### config.mk
export PLATFORM = sky130hd
export DESIGN_NAME = sha256_pad_flat
export DESIGN_NICKNAME = d
export VERILOG_FILES = /design/src/rtl/sha256_pad_if.sv /design/src/rtl/sha256_pad.sv /design/src/flat_wrapper.sv
export SDC_FILE = /design/constraint.sdc
export NUM_CORES = 1
export LEC_CHECK = 0
export CORE_ASPECT_RATIO = 0.8
export CORE_UTILIZATION = 45
export DETAILED_ROUTE_END_ITERATION = 7
export MAX_ROUTING_LAYER = met4
export PLACE_DENSITY_LB_ADDON = 0.15
export SYNTH_ARGS = -nofsm -noshare
export SYNTH_HDL_FRONTEND = slang
export SYNTH_SLANG_ARGS = --single-unit
### constraint.sdc
create_clock -name clk_i -period 3.5 [get_ports clk_i]
set_clock_uncertainty 0.2 [all_clocks]
set_input_delay 0.35 -clock clk_i [delete_from_list [all_inputs] [get_ports clk_i]]
set_output_delay 0.35 -clock clk_i [all_outputs]
set_load 0.01 [all_outputs]
### src/rtl/sha256_pad_if.sv
// Byte-in / word-out handshake bundle between a message source, the padder
// and the sha256 core word input.
interface sha256_pad_if;
    logic [7:0]  in_data_i;
    logic        in_last_i;
    logic        in_valid_i;
    logic        in_ready_o;
    logic [31:0] out_data_o;
    logic        out_last_o;
    logic        out_valid_o;
    logic        out_ready_i;

    // padder side
    modport slave (
        input  in_data_i, in_last_i, in_valid_i, out_ready_i,
        output in_ready_o, out_data_o, out_last_o, out_valid_o
    );

    // source/sink side (byte producer and core consumer)
    modport master (
        output in_data_i, in_last_i, in_valid_i, out_ready_i,
        input  in_ready_o, out_data_o, out_last_o, out_valid_o
    );
endinterface

### src/rtl/sha256_pad.sv
// sha256_pad: packs a byte stream into little-endian 32-bit words and appends
// the SHA-256 padding (0x80 marker, zero fill, 64-bit bit length) so the core
// sees complete 512-bit blocks, with out_last_o on the final block's word 15.
module sha256_pad #(
    parameter int CNT_WIDTH = 32
) (
    input  logic         clk_i,
    input  logic         rst_i,
    sha256_pad_if.slave  bus
);
    typedef enum logic [2:0] {S_MSG, S_MARK, S_FILL, S_LENH, S_LENL} state_t;

    state_t               r_state, w_state_nxt;
    logic [1:0]           r_byte_idx;
    logic [3:0]           r_word_idx;
    logic [CNT_WIDTH-1:0] r_cnt;
    logic [31:0]          r_asm;
    logic                 r_pend;     // padded final word parked in r_asm, output was busy
    logic [31:0]          r_out_data;
    logic                 r_out_last;
    logic                 r_out_valid;

    logic        w_out_free;
    logic        w_in_ready;
    logic        w_acc;
    logic        w_load;
    logic [31:0] w_ld_data;
    logic        w_ld_last;
    logic        w_word_adv;
    logic        w_pend_set;
    logic        w_pend_clr;
    logic        w_clear;
    logic [31:0] w_word;
    logic [63:0] w_len;

    assign w_out_free     = !r_out_valid || bus.out_ready_i;
    assign w_len          = 64'(r_cnt) << 3;
    assign bus.in_ready_o  = w_in_ready;
    assign bus.out_data_o  = r_out_data;
    assign bus.out_last_o  = r_out_last;
    assign bus.out_valid_o = r_out_valid;

    // Current word with the incoming byte merged; on a final byte the marker
    // and zero fill go into the bytes above it so the word is complete.
    always_comb begin
        w_word = r_asm;
        for (int k = 0; k < 4; k++) begin
            if (k == int'(r_byte_idx))
                w_word[8*k +: 8] = bus.in_data_i;
            else if (bus.in_last_i && k == int'(r_byte_idx) + 1)
                w_word[8*k +: 8] = 8'h80;
            else if (bus.in_last_i && k > int'(r_byte_idx))
                w_word[8*k +: 8] = 8'h00;
        end
    end

    // Next-state and word-issue decisions.
    always_comb begin
        w_state_nxt = r_state;
        w_in_ready  = 1'b0;
        w_acc       = 1'b0;
        w_load      = 1'b0;
        w_ld_data   = 32'h0;
        w_ld_last   = 1'b0;
        w_word_adv  = 1'b0;
        w_pend_set  = 1'b0;
        w_pend_clr  = 1'b0;
        w_clear     = 1'b0;
        if (r_state == S_MSG) begin
            // a byte completing a word needs room in the output register
            w_in_ready = (r_byte_idx != 2'd3) || w_out_free;
            w_acc      = w_in_ready && bus.in_valid_i;
            if (w_acc && (r_byte_idx == 2'd3 || bus.in_last_i)) begin
                w_word_adv = 1'b1;
                if (w_out_free) begin
                    w_load    = 1'b1;
                    w_ld_data = w_word;
                end else begin
                    w_pend_set = 1'b1;
                end
                if (bus.in_last_i) begin
                    if (r_byte_idx == 2'd3)       w_state_nxt = S_MARK;
                    else if (r_word_idx == 4'd13) w_state_nxt = S_LENH;
                    else                          w_state_nxt = S_FILL;
                end
            end
        end else if (w_out_free) begin
            if (r_pend) begin
                // parked final message word goes first; its index was already counted
                w_load     = 1'b1;
                w_ld_data  = r_asm;
                w_pend_clr = 1'b1;
            end else begin
                w_load     = 1'b1;
                w_word_adv = 1'b1;
                case (r_state)
                    S_MARK: begin
                        w_ld_data   = 32'h0000_0080;
                        w_state_nxt = (r_word_idx == 4'd13) ? S_LENH : S_FILL;
                    end
                    S_FILL: begin
                        w_ld_data   = 32'h0;
                        w_state_nxt = (r_word_idx == 4'd13) ? S_LENH : S_FILL;
                    end
                    S_LENH: begin
                        w_ld_data   = {w_len[39:32], w_len[47:40], w_len[55:48], w_len[63:56]};
                        w_state_nxt = S_LENL;
                    end
                    default: begin
                        w_ld_data   = {w_len[7:0], w_len[15:8], w_len[23:16], w_len[31:24]};
                        w_ld_last   = 1'b1;
                        w_clear     = 1'b1;
                        w_state_nxt = S_MSG;
                    end
                endcase
            end
        end
    end

    // State, counters and byte assembly.
    always_ff @(posedge clk_i) begin
        if (rst_i) begin
            r_state    <= S_MSG;
            r_byte_idx <= 2'd0;
            r_word_idx <= 4'd0;
            r_cnt      <= '0;
            r_asm      <= 32'h0;
            r_pend     <= 1'b0;
        end else begin
            r_state <= w_state_nxt;
            if (w_acc) begin
                r_asm      <= w_word;
                r_cnt      <= r_cnt + 1'b1;
                r_byte_idx <= r_byte_idx + 2'd1;
            end
            if (w_pend_set)      r_pend <= 1'b1;
            else if (w_pend_clr) r_pend <= 1'b0;
            if (w_clear) begin
                r_cnt      <= '0;
                r_byte_idx <= 2'd0;
                r_word_idx <= 4'd0;
            end else if (w_word_adv) begin
                r_word_idx <= r_word_idx + 4'd1;
            end
        end
    end

    // Output register: loads only when empty or drained this cycle, else holds.
    always_ff @(posedge clk_i) begin
        if (rst_i) begin
            r_out_data  <= 32'h0;
            r_out_last  <= 1'b0;
            r_out_valid <= 1'b0;
        end else if (w_load) begin
            r_out_data  <= w_ld_data;
            r_out_last  <= w_ld_last;
            r_out_valid <= 1'b1;
        end else if (bus.out_ready_i) begin
            r_out_valid <= 1'b0;
        end
    end
endmodule

### src/flat_wrapper.sv
// flat-port wrapper written by rule: the top's interface ports become plain ports
module sha256_pad_flat 
#(
    parameter int CNT_WIDTH = 32
)
  (clk_i, rst_i, bus_in_data_i, bus_in_last_i, bus_in_valid_i, bus_out_ready_i, bus_in_ready_o, bus_out_data_o, bus_out_last_o, bus_out_valid_o);
  sha256_pad_if bus_i ();
  input  logic clk_i;
  input  logic rst_i;
  input wire logic [$bits(bus_i.in_data_i)-1:0] bus_in_data_i;
  input wire logic [$bits(bus_i.in_last_i)-1:0] bus_in_last_i;
  input wire logic [$bits(bus_i.in_valid_i)-1:0] bus_in_valid_i;
  input wire logic [$bits(bus_i.out_ready_i)-1:0] bus_out_ready_i;
  output wire logic [$bits(bus_i.in_ready_o)-1:0] bus_in_ready_o;
  output wire logic [$bits(bus_i.out_data_o)-1:0] bus_out_data_o;
  output wire logic [$bits(bus_i.out_last_o)-1:0] bus_out_last_o;
  output wire logic [$bits(bus_i.out_valid_o)-1:0] bus_out_valid_o;
  assign bus_i.in_data_i = bus_in_data_i;
  assign bus_i.in_last_i = bus_in_last_i;
  assign bus_i.in_valid_i = bus_in_valid_i;
  assign bus_i.out_ready_i = bus_out_ready_i;
  assign bus_in_ready_o = bus_i.in_ready_o;
  assign bus_out_data_o = bus_i.out_data_o;
  assign bus_out_last_o = bus_i.out_last_o;
  assign bus_out_valid_o = bus_i.out_valid_o;
  sha256_pad #(.CNT_WIDTH(CNT_WIDTH)) u_core (.clk_i(clk_i), .rst_i(rst_i), .bus(bus_i));
endmodule
==> images/congestion.png <==
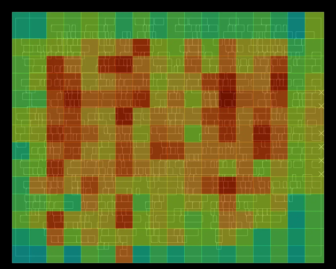
GR Layer Usage met1: 37.08%
layer carrying the most global-route usage: met2
met2 demand-to-capacity share in global routing: 42.91%
Routed WL per cell: 19.23 um

==> flow.log <==
[report] extracting results
[metrics] core area: 11,650 um2
[metrics] Sw Pwr: 0.8955 mW
[metrics] area leader, netlist: sky130_fd_sc_hd__dfxtp_1
[metrics] Worst-Margin Slew: 1006 ps
[metrics] Setup TNS Final: 0 ps
[metrics] outcome: finished with violations
[metrics] top power consumer group: registers
[metrics] maximum clock frequency: 360.2 MHz
[metrics] clock root buffer: sky130_fd_sc_hd__clkbuf_16
[metrics] worst setup margin: 723.5 ps
[metrics] hold_sp: u_core.r_asm[25]
[metrics] Hold-fix buffers, CTS: 0
[metrics] number of enable flip-flop cells: 0
[metrics] overall power after layout: 3.125 mW
[metrics] post-CTS clock slew at the launch and capture registers of the worst setup and hold paths: 70 ps
[metrics] top metal layer carrying routed signals: met4
[metrics] starting DRC count in detailed routing: 587
[metrics] vertical die dimension: 100.3 um
[metrics] startpoint class of the critical path: primary input
[metrics] synth cell count leaders: sky130_fd_sc_hd__dfxtp_1, sky130_fd_sc_hd__nor2_1, sky130_fd_sc_hd__a21oi_1, sky130_fd_sc_hd__nand2_1, sky130_fd_sc_hd__clkbuf_1
[metrics] final hold violation count: 0
[metrics] seq pwr: 1.39 mW
[metrics] reg-to-reg endpoint: u_core.r_cnt[27]
[metrics] RSZ-0062 raised after global routing: no
[metrics] via count of the first global-routing pass: 4,825
[metrics] synth unique cells: 54
[metrics] share of final layout cell area taken by clock buffers and inverters: 5.143%
[metrics] dominant cell by count in the synthesized netlist: sky130_fd_sc_hd__dfxtp_1
[metrics] minimum setup slack among reg-to-reg paths: 730 ps
[metrics] pin count of the biggest net entering global routing: 40
[metrics] wire length the detailed router placed on met1: 7.471 mm
[metrics] total CTS buffers: 9
[metrics] clock tree buffer count of the final layout: 10
[metrics] internal power component: 2.230 mW
[metrics] crit path cell chain: clkdlybuf4s50_1 -> or4b_1 -> or4_1 -> or4_1 -> a21oi_1
[metrics] number of failing setup endpoints in the final timing report: 0
[metrics] min Tclk post-route: 2776 ps
[metrics] XOR-XNOR Cells, Area Fraction: 1.128%
[metrics] critical path required time: 3570 ps
[metrics] arrival time reported for the critical path endpoint: 2840 ps
[metrics] number of logic gates: 508
[metrics] half-perimeter wire length of the detailed placement result: 10.87 mm
[metrics] most repeated library cell on the critical path: sky130_fd_sc_hd__or4_1
[metrics] number of buffers on the longest clock path: 2
[metrics] crit path to: u_core.r_cnt[27]
[metrics] endpoint of the worst hold path: u_core.r_asm[25]
[metrics] Worst setup startpoint: bus_in_valid_i
[metrics] final non-filler cell total: 851
[metrics] critical path depth: 5
[metrics] sequential fraction of design power: 44.5%
[metrics] Taps Inserted: 148
[metrics] worst max-slew margin expressed relative to the limit: 32.96%
[metrics] switching part of the total power: 28.66%
[metrics] kind of end point of the critical path: flip-flop
[metrics] fraction of area in multi-input gates: 47.87%
[metrics] DP Area: 6000 um2
[metrics] IO buf count: 47
[metrics] main logic family after synthesis: simple AND/OR/NAND/NOR gates
[metrics] critical path's largest stage delay: 770 ps
[metrics] Most common reg cell: sky130_fd_sc_hd__dfxtp_1
[metrics] start of the worst register-to-register path: u_core.r_byte_idx[1]
[metrics] met2 wirelength from detailed routing: 7.520 mm
[metrics] highest fanout seen on the critical path: 17
[metrics] initial antenna violation count: 0
[metrics] CTS tree: yes
[metrics] sequential share of cell area: 34.18%
[metrics] placed insts: 835
[metrics] post-CTS setup buffers: 0
[metrics] standard cell with the maximum stage delay on the critical path: sky130_fd_sc_hd__or4_1
[metrics] core utilization of the finished layout: 54.30%
[metrics] buffer count excluding the clock tree in the final layout: 62
[metrics] Post-route DRC: 12
[metrics] number of warning messages in the yosys log: 0
[metrics] Gate power share: 19.9%
[metrics] Post-Route Hold Slack: 261.5 ps
[metrics] maximum ir drop on the vdd rail: 0.2932 mV
[metrics] Final non-clock buffer share: 9.337%
[metrics] area growth from synthesis to layout: 16.37%
[metrics] number of instances on the worst hold path: 2
[metrics] global-route wire length before repair: 26.29 mm
[metrics] sum of overflow across all layers after global routing: 0
[metrics] power density over cell area: 494.1 nW/um2
[metrics] CTS HTree Levels: 3
[metrics] Flop area: 2162 um2
[metrics] yosys aoi share: 24.10%
[metrics] fraction of layout instances using a drive strength above 1: 5.548%
[metrics] flip-flops: 108
[metrics] total die size: 12,530 um2
[metrics] final design area excluding fillers: 6325 um2
[metrics] number of nets at floorplan: 707
[metrics] Maximum Capacitance Violations: 0
[metrics] total area of multi-input combinational cells: 3028 um2
[metrics] GR met3 Demand/Resource: 4.318%
[metrics] violated checks: DRC
[metrics] Yosys top cell area share: 39.78%
[metrics] cell leakage power: 2.085 nW
[metrics] RePlAce Congestion: 0.8326
[metrics] worst path buffer plus inverter count: 1
[metrics] Synth area leaders: sky130_fd_sc_hd__dfxtp_1, sky130_fd_sc_hd__a21oi_1, sky130_fd_sc_hd__nor2_1
[metrics] Netlist Area Pre-Place: 5435 um2
[metrics] Max Transition Viols Final: 0
[metrics] Non-CTS inverters: 9
[metrics] clock network latency to the later pin of the worst-skew pair: 350 ps
[metrics] tally of filler cells in the layout: 1,078
[metrics] OpenROAD warning count: 34
[metrics] multiplexer area fraction after synthesis: 0.5525%
[metrics] most frequent logic cell in the layout: sky130_fd_sc_hd__dfxtp_1
[metrics] # IOs: 48
[metrics] ANT nets after route: 0
[metrics] Synth Area in Simple Gates: 26.98%
[metrics] GR Util All Layers: 27.66%
[metrics] clock network power share: 35.7%
[metrics] count of mapped cells out of synthesis: 683
[metrics] per-instance average area after synthesis: 7.958 um2
[metrics] FP Core Util: 46.66%
[metrics] path class of the lowest-slack min-delay path: reg2reg
[metrics] fraction of the cycle the final worst path needs: 79.33%
==> images/layer_met1.png <==
Scale: 4 px per um. Supply wires on this layer in grey.
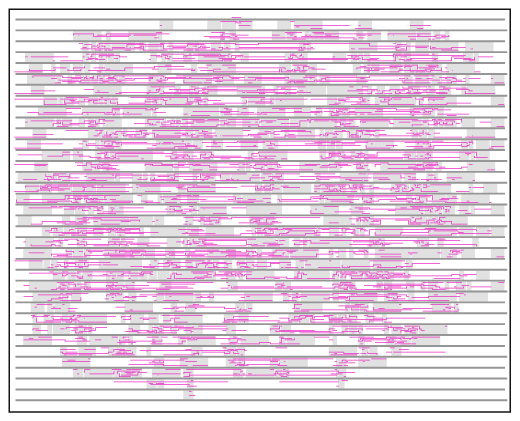
wire length on this layer: 7,470 um
main direction: horizontal
nets with wire on the layer: 667
longest straight run: 48.3 um
share of all routed wire: 46%
final wirelength: 16.37 mm
number of vias after detailed routing: 5,365

state kept, by name, summed over array words and instances (netlist names):
name,count
u_core.r_cnt,32
u_core.r_word_idx,4
u_core.r_pend,1
u_core.bus.out_data_o,32
u_core.bus.out_last_o,1
u_core.r_byte_idx,2
u_core.r_state,3
u_core.r_asm,32
u_core.bus.out_valid_o,1
worst reg2reg max path, cell delays in order, from the launching register on:
cell	delay, ps
sky130_fd_sc_hd__dfxtp_1	390
sky130_fd_sc_hd__ha_1	270
sky130_fd_sc_hd__and3b_1	270
sky130_fd_sc_hd__or4_1	800
sky130_fd_sc_hd__or4_1	590
sky130_fd_sc_hd__a21oi_1	160
cells by family after synthesis:
family / count (synthesis)
mux: 3
compound gates: 198
flops: 108
xor+xnor: 7
buf+inv: 67
simple gates: 289
fa+ha+maj: 11
Power and IR drop assume default switching activity.
